Figure 1. Metal layers overlaid (run 1).
(4 px per um) Only two layers are drawn.
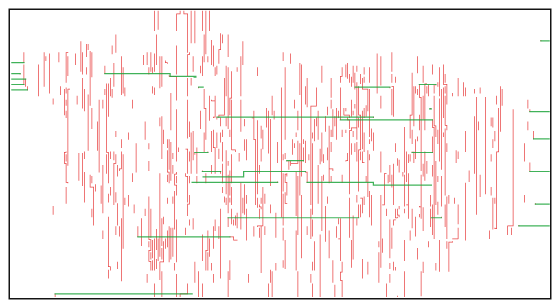
Figure 2. Ports around the boundary (run 1).
(4 px per um) Pins as bars across the die edge, other pins in grey.
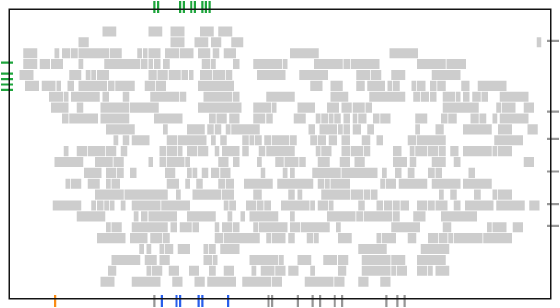
Figure 3. Drive-strength map (run 1).
(4 px per um)
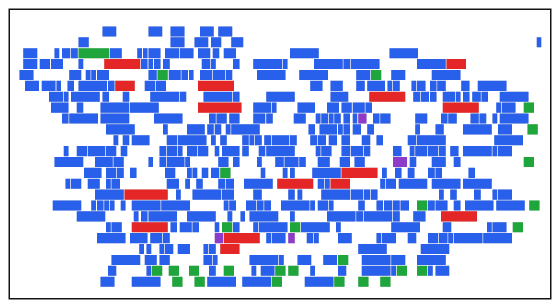
Figure 4. Nets reached from selected ports (run 1).
(3 px per um)
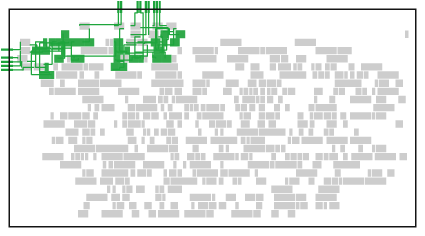
### config.mk
export PLATFORM = sky130hd
export DESIGN_NAME = am_demod
export DESIGN_NICKNAME = d
export VERILOG_FILES = /design/src/rtl/am_demod.sv
export SDC_FILE = /design/constraint.sdc
export NUM_CORES = 1
export LEC_CHECK = 0
export CAP_MARGIN = 25
export CORE_AREA = 2 2 133 70
export DETAILED_ROUTE_END_ITERATION = 16
export DIE_AREA = 0 0 135 72
export SLEW_MARGIN = 10
export SYNTH_ARGS = -nofsm -noshare
export SYNTH_HDL_FRONTEND = slang
export SYNTH_SLANG_ARGS = --single-unit
### constraint.sdc
create_clock -name clk -period 2.7 [get_ports clk]
set_input_delay 0.27 -clock clk [delete_from_list [all_inputs] [get_ports clk]]
set_output_delay 0.27 -clock clk [all_outputs]
set_load 0.1 [all_outputs]
### src/rtl/am_demod.sv
// AM envelope detector: full-wave rectify, integrate-and-dump over 2^DECIM_LOG2 accepted samples.
// Define AM_DEMOD_DC_BLOCK_EN to subtract a slowly tracked DC level from each dumped envelope.
module am_demod #(
  parameter int IN_W       = 14,
  parameter int DECIM_LOG2 = 6,
  parameter int DC_SHIFT   = 4
) (
  input  logic                   clk,
  input  logic                   rst,
  input  logic                   in_valid,
  input  logic signed [IN_W-1:0] am_in,
  output logic signed [IN_W-1:0] env_out,
  output logic                   env_valid,
  output logic [DECIM_LOG2-1:0]  win_cnt
);

  // Handshake: in_valid qualifies am_in for one cycle; there is no ready, every
  // valid sample is consumed, and env_valid is a single-cycle strobe with no backpressure.

  localparam int ACC_W = IN_W - 1 + DECIM_LOG2;

  logic [IN_W-1:0]  neg_in;
  logic [IN_W-2:0]  abs_c;
  logic [IN_W-2:0]  abs_r;
  logic             abs_v;
  logic [ACC_W-1:0] acc;
  logic [ACC_W-1:0] sum;
  logic [IN_W-2:0]  dump_val;
  logic             dump_v;

  // Most-negative input has no positive counterpart, so it clips to the largest magnitude.
  always_comb begin
    neg_in = -am_in;
    if (am_in == {1'b1, {(IN_W-1){1'b0}}})
      abs_c = '1;
    else if (am_in[IN_W-1])
      abs_c = neg_in[IN_W-2:0];
    else
      abs_c = am_in[IN_W-2:0];
  end

  always_ff @(posedge clk) begin
    if (rst) begin
      abs_r <= '0;
      abs_v <= 1'b0;
    end else begin
      abs_r <= abs_c;
      abs_v <= in_valid;
    end
  end

  assign sum = acc + {{DECIM_LOG2{1'b0}}, abs_r};

  always_ff @(posedge clk) begin
    if (rst) begin
      acc      <= '0;
      win_cnt  <= '0;
      dump_val <= '0;
      dump_v   <= 1'b0;
    end else begin
      dump_v <= 1'b0;
      if (abs_v) begin
        if (win_cnt == '1) begin
          dump_val <= sum[ACC_W-1:DECIM_LOG2];
          acc      <= '0;
          win_cnt  <= '0;
          dump_v   <= 1'b1;
        end else begin
          acc     <= sum;
          win_cnt <= win_cnt + 1'b1;
        end
      end
    end
  end

`ifdef AM_DEMOD_DC_BLOCK_EN
  localparam int DC_W = IN_W + DC_SHIFT;
  localparam logic signed [IN_W+1:0] SAT_HI = (IN_W+2)'(2**(IN_W-1) - 1);
  localparam logic signed [IN_W+1:0] SAT_LO = -SAT_HI - 1;

  logic signed [DC_W-1:0] dc;
  logic signed [DC_W:0]   env_ext;
  logic signed [DC_W:0]   diff;
  logic signed [DC_W:0]   dc_step;
  logic signed [IN_W-1:0] dc_int;
  logic signed [IN_W+1:0] out_full;
  logic signed [IN_W-1:0] out_sat;

  // dc carries DC_SHIFT fractional bits; the output uses the pre-update integer part.
  always_comb begin
    env_ext  = $signed({2'b00, dump_val, {DC_SHIFT{1'b0}}});
    diff     = env_ext - $signed({dc[DC_W-1], dc});
    dc_step  = diff >>> DC_SHIFT;
    dc_int   = dc[DC_W-1:DC_SHIFT];
    out_full = $signed({3'b000, dump_val}) - $signed({{2{dc_int[IN_W-1]}}, dc_int});
    if (out_full > SAT_HI)
      out_sat = SAT_HI[IN_W-1:0];
    else if (out_full < SAT_LO)
      out_sat = SAT_LO[IN_W-1:0];
    else
      out_sat = out_full[IN_W-1:0];
  end

  always_ff @(posedge clk) begin
    if (rst) begin
      dc        <= '0;
      env_out   <= '0;
      env_valid <= 1'b0;
    end else begin
      env_valid <= dump_v;
      if (dump_v) begin
        env_out <= out_sat;
        dc      <= dc + dc_step[DC_W-1:0];
      end
    end
  end
`else
  always_ff @(posedge clk) begin
    if (rst) begin
      env_out   <= '0;
      env_valid <= 1'b0;
    end else begin
      env_valid <= dump_v;
      if (dump_v)
        env_out <= {1'b0, dump_val};
    end
  end
`endif

endmodule
==> run summary, run 1 <==
Physical implementation.

- The final route contains 2871 vias.
- The synthesis run shows the most used standard cells to be 67 x sky130_fd_sc_hd__dfxtp_1, 38 x sky130_fd_sc_hd__nor2_1, 33 x sky130_fd_sc_hd__a21oi_1.
- For this run the aggregate overflow at the end of global routing stands at 0.
- The final timing report derives a shortest allowable period of 2320 ps.
- The post-route non-filler standard cell count is 551.
- The total leakage power is 0.00165 uW.
- Of the post-synthesis cell area, the dominant cell type holds 0.401.
- In this run the power density over the cells is 641 nW/um^2.
- The floorplan step defined a core boundary enclosing 8530 sq um.
- The placed wire-length estimate is 5.41 mm.
- The signal on the critical path passes through ha_1, inv_1, fa_1, nor2b_1, o21ai_0, a21oi_1, buf_4, o21a_1, or3_1, a32o_1.
- The timing report gives the biggest stage delay along the critical path as 310 ps.
- The flow ran to the end, and the final reports show no timing, DRC or antenna violations.
- The synthesis-to-layout area growth is 22.6%.
- The sequential group share of total power is 0.397.
- The clock sink count is 67.
- The buffer and inverter count on the worst path is 2.
- The maximum fanout count along the critical path is 6.
- The post-cts hold-fix buffer tally is 0.
- The count of instantiated cells in the yosys netlist is 397.
- The clock buffer instance count of the final layout is 13.
- Leaving out the clock tree, the finished layout contains an inverter count of 14.
- The category of cells accounting for the largest share of critical-path delay is AND-OR/OR-AND gates.
- The complex-gate fraction of the synthesized area is 0.217.
- The register bit total from synthesis is 67.
- Per the post-route antenna check, the number of violating nets is 0.
- The number of buffers outside the clock class in the layout is 41.
- The synthesized netlist handed to floorplanning was reported with a cell count of 397.
- The synthesized-area fraction occupied by adder cells is 0.0620.
- The script parses the final routing iteration and logs DRC violations as 0.
- The final max-slew violation count recorded for this run is 0.
- The via count of the first global-routing pass is 2549.
- The total I/O pin count is 38.
- Switching power as a fraction of the total was reported as 0.229.
- Counting tap cells, the placed design contains a total of 535 instances.
- The number of buffers inserted during clock tree synthesis is 9.
## Picture notes: Figure 1
[met2] red | wire length: 3120 um
[met3] green | wire length: 332 um

## Picture notes: Figure 2
[clk] orange | pins: 1 | direction: input | edge: south
[win_cnt] blue | pins: 6 | direction: output | edge: south
[am_in] green | pins: 14 | direction: input | edge: 9 north, 5 west

## Picture notes: Figure 3
[drive 1 or less] blue | cells: 388
[drive 6 and up] red | cells: 15
[drive 2] purple | cells: 4
[drive 3 to 4] green | cells: 27

## Picture notes: Figure 4
[am_in] green | direction: input | end cells: 33 | wire: 452 um

[run 1: power groups by stage]
stage / Clock (uW) / Sequential (uW) / Combinational (uW)
floorplan: 0 / 1070 / 167
global placement: 0 / 1060 / 247
detailed placement: 0 / 1060 / 247
CTS: 1350 / 1040 / 249
global route: 1400 / 1050 / 277
finish: 1340 / 1040 / 249
[run 1: worst paths after layout]
kind / endpoint / slack, ps / cells after the start
max reg2reg: acc[12] / 380 / 10
min reg2reg: dump_val[3] / 450 / 2
max: acc[12] / 380 / 10
min: dump_val[2] / 170 / 2
[run 1: routing by layer]
layer | part of all wire | global-route usage | vias to the layer above
met5 | 0 | 0 | -
li1 | - | - | 1489
met4 | 0.013 | 0.0532 | 0
met3 | 0.044 | 0.0524 | 9
met1 | 0.53 | 0.229 | 1333
met2 | 0.41 | 0.233 | 40
[run 1: state kept, by name, indices dropped and copies added (netlist names)]
name / flops
dump_v: 1
dump_val: 13
env_out: 13
env_valid: 1
abs_v: 1
abs_r: 13
win_cnt: 6
acc: 19
[run 1: layout by cell type, fill, tap and decap left out, drive strengths merged, types with 8 or more instances in the layout]
cell and instances:
dfxtp 67, nor2 38, a21oi 33, o21ai 33
nand2 31, buf 26, nand3 19, mux2i 15
ha 15, clkdlybuf4s50 15, inv 13, xor2 13
clkbuf 13, or3 8, a31oi 8
[run 1: per-stage QoR]
stage | utilization | setup slack [ps] | hold slack (ps) | instance area [sq um] | power, uW
floorplan | - | 224 | 369 | 3350 | 1230
global placement | 0.441 | 306 | 447 | 3760 | 1310
detailed placement | 0.441 | 258 | 453 | 3760 | 1310
CTS | 0.481 | 363 | 156 | 4110 | 2650
global route | 0.481 | 200 | 167 | 4110 | 2730
finish | 0.481 | 377 | 174 | 4110 | 2630
--- run 2 (diff from run 1) ---
--- a/config.mk
+++ b/config.mk
@@ -13,3 +13,4 @@
 export SYNTH_ARGS = -nofsm -noshare
 export SYNTH_HDL_FRONTEND = slang
 export SYNTH_SLANG_ARGS = --single-unit
+export TNS_END_PERCENT = 10
Figure 5. Metal layers overlaid (run 2).
(4 px per um) Only two layers are drawn.
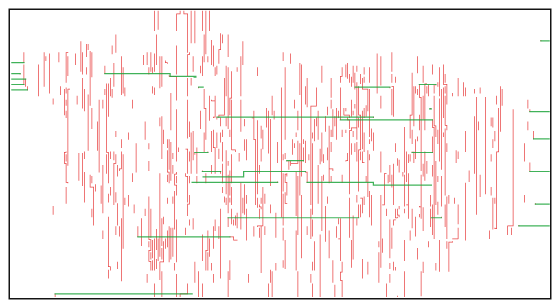
[met3] green | wire length: 332 um
[met2] red | wire length: 3120 um

==> run summary, run 2 <==
Physical implementation.

- The number of placed instances with taps included came to 535 (unchanged).
- The worst hold path cell count is 2 (unchanged).
- The cell sequence reported for the critical path is ha_1, inv_1, fa_1, nor2b_1, o21ai_0, a21oi_1, buf_4, o21a_1, or3_1, a32o_1.
- The number of cell instances on the worst register-to-register path is 10 (unchanged).
- The run finished with clean final reports.
- The area share of the largest cell type after synthesis is 0.401 (unchanged).
- The final hold slack was 174 ps (unchanged).
- The clock sink count is 67 (unchanged).
- The number of instances in the synthesized netlist is 397 (unchanged).
- The synthesis-to-layout area growth came to 22.6% (unchanged).
- The post-detailed-route DRC marker count is 0 (unchanged).
- The worst setup slack before clock tree synthesis is 258 ps (unchanged).
- The post-route non-filler standard cell count is 551 (unchanged).
- The category of cells accounting for the largest share of critical-path delay is AND-OR/OR-AND gates.
- The number of flip-flops under the largest register name is 19 (unchanged).
- Ranking logic cells in the layout by count gives the top entries 67 x sky130_fd_sc_hd__dfxtp_1, 38 x sky130_fd_sc_hd__nor2_1, 33 x sky130_fd_sc_hd__a21oi_1, 31 x sky130_fd_sc_hd__nand2_1, 31 x sky130_fd_sc_hd__o21ai_0.
- The placement-stage cell area is 3760 sq um (unchanged).
- The end of the worst register-to-register path is acc[12].
- The buffer and inverter count on the worst path is 2 (unchanged).
- The total design power is 2630 uW (unchanged).
- The final critical-path required period was 2320 ps (unchanged).
- The delay contributed by the slowest stage of the critical path is 310 ps (about the same).
- The detailed-route via count is 2871 (unchanged).
- The placed wire-length estimate is 5.41 mm (unchanged).
- The register containing the most flip-flops in the final layout is acc.
- The slack of the worst reg-to-reg path is 380 ps (about the same).
- The maximum fanout count along the critical path was 6 (unchanged).
- The cell area after layout came to 4110 sq um (unchanged).
- The count of instantiated cells in the yosys netlist is 397 (unchanged).
- The worst setup slack after layout is 377 ps (unchanged).
- The via count of the first global-routing pass is 2549 (unchanged).
- The antenna violation net count after detailed routing is 0 (unchanged).
- The area of the core is 8530 sq um (unchanged).
- The register bit total from synthesis came to 67 (unchanged).
- Hold analysis lists the worst path endpoint as dump_val[2].
- The number of buffers inserted during clock tree synthesis is 9 (unchanged).
- The power per standard cell area is 641 nW/um^2 (unchanged).
- The total leakage power was 0.00165 uW (unchanged).
Figure 6. Drive-strength map (run 2).
(4 px per um)
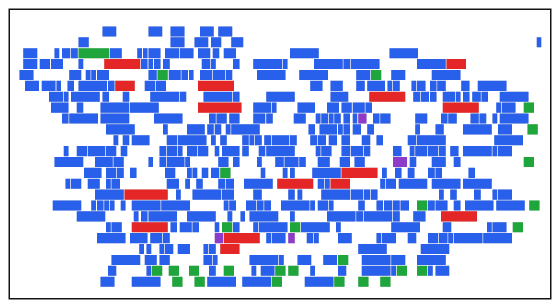
[drive 3 to 4] green | cells: 27
[drive 2] purple | cells: 4
[drive 1 or less] blue | cells: 388
[drive 6 and up] red | cells: 15

run 2: cell counts after synthesis:
Identical to the previous run, type by type.
run 2: final cells by class:
| type | instances | area [sq um] |
|---|---|---|
| multi-input combinational | 296 | 1870 |
| timing repair buffer | 41 | 343 |
| clock buffer | 13 | 280 |
| sequential | 67 | 1340 |
| tap | 117 | 146 |
| clock inverter | 3 | 67.6 |
| fill | 853 | 4420 |
| inverter | 14 | 52.6 |
run 2: kinds of logic (layout without fill, tap and decap cells):
logic type,Yosys count,count (layout),share of synthesized area
other,1,1,0.00112
DFF,67,67,0.401
xor gates and xnor gates,19,19,0.0497
AOI/OAI and AO/OA,117,117,0.217
adders and majority gates,16,16,0.0620
and+or+nand+nor,128,128,0.185
muxes,15,15,0.0448
buffers and inverters,34,71,0.0396
run 2: metal layers:
metal | track usage | vias up | wire [um]
met2 | 0.233 | 40 | 3120
met4 | 0.0532 | 0 | 96
met1 | 0.229 | 1333 | 4010
met5 | 0 | - | 0
li1 | - | 1489 | -
met3 | 0.0524 | 9 | 331
run 2: power by group:
group	total (uW)	internal, uW	switching [uW]	leakage, uW
Combinational	249	97.3	151	0.000938
Sequential	1040	1020	21.6	0.000545
Clock	1340	909	430	0.000168
Total	2630	2030	603	0.00165
run 2: how the worst max path moves through the flow:
stage / from / end / cells after the start
after floorplan: win_cnt[0] / dump_val[0] / 7
after global placement: am_in[2] / abs_r[11] / 7
after detailed placement: am_in[2] / abs_r[11] / 7
after CTS: abs_r[0] / acc[12] / 10
after global routing: acc[0] / acc[12] / 10
final: abs_r[0] / acc[12] / 10
Power is estimated from default activity; no workload was simulated.
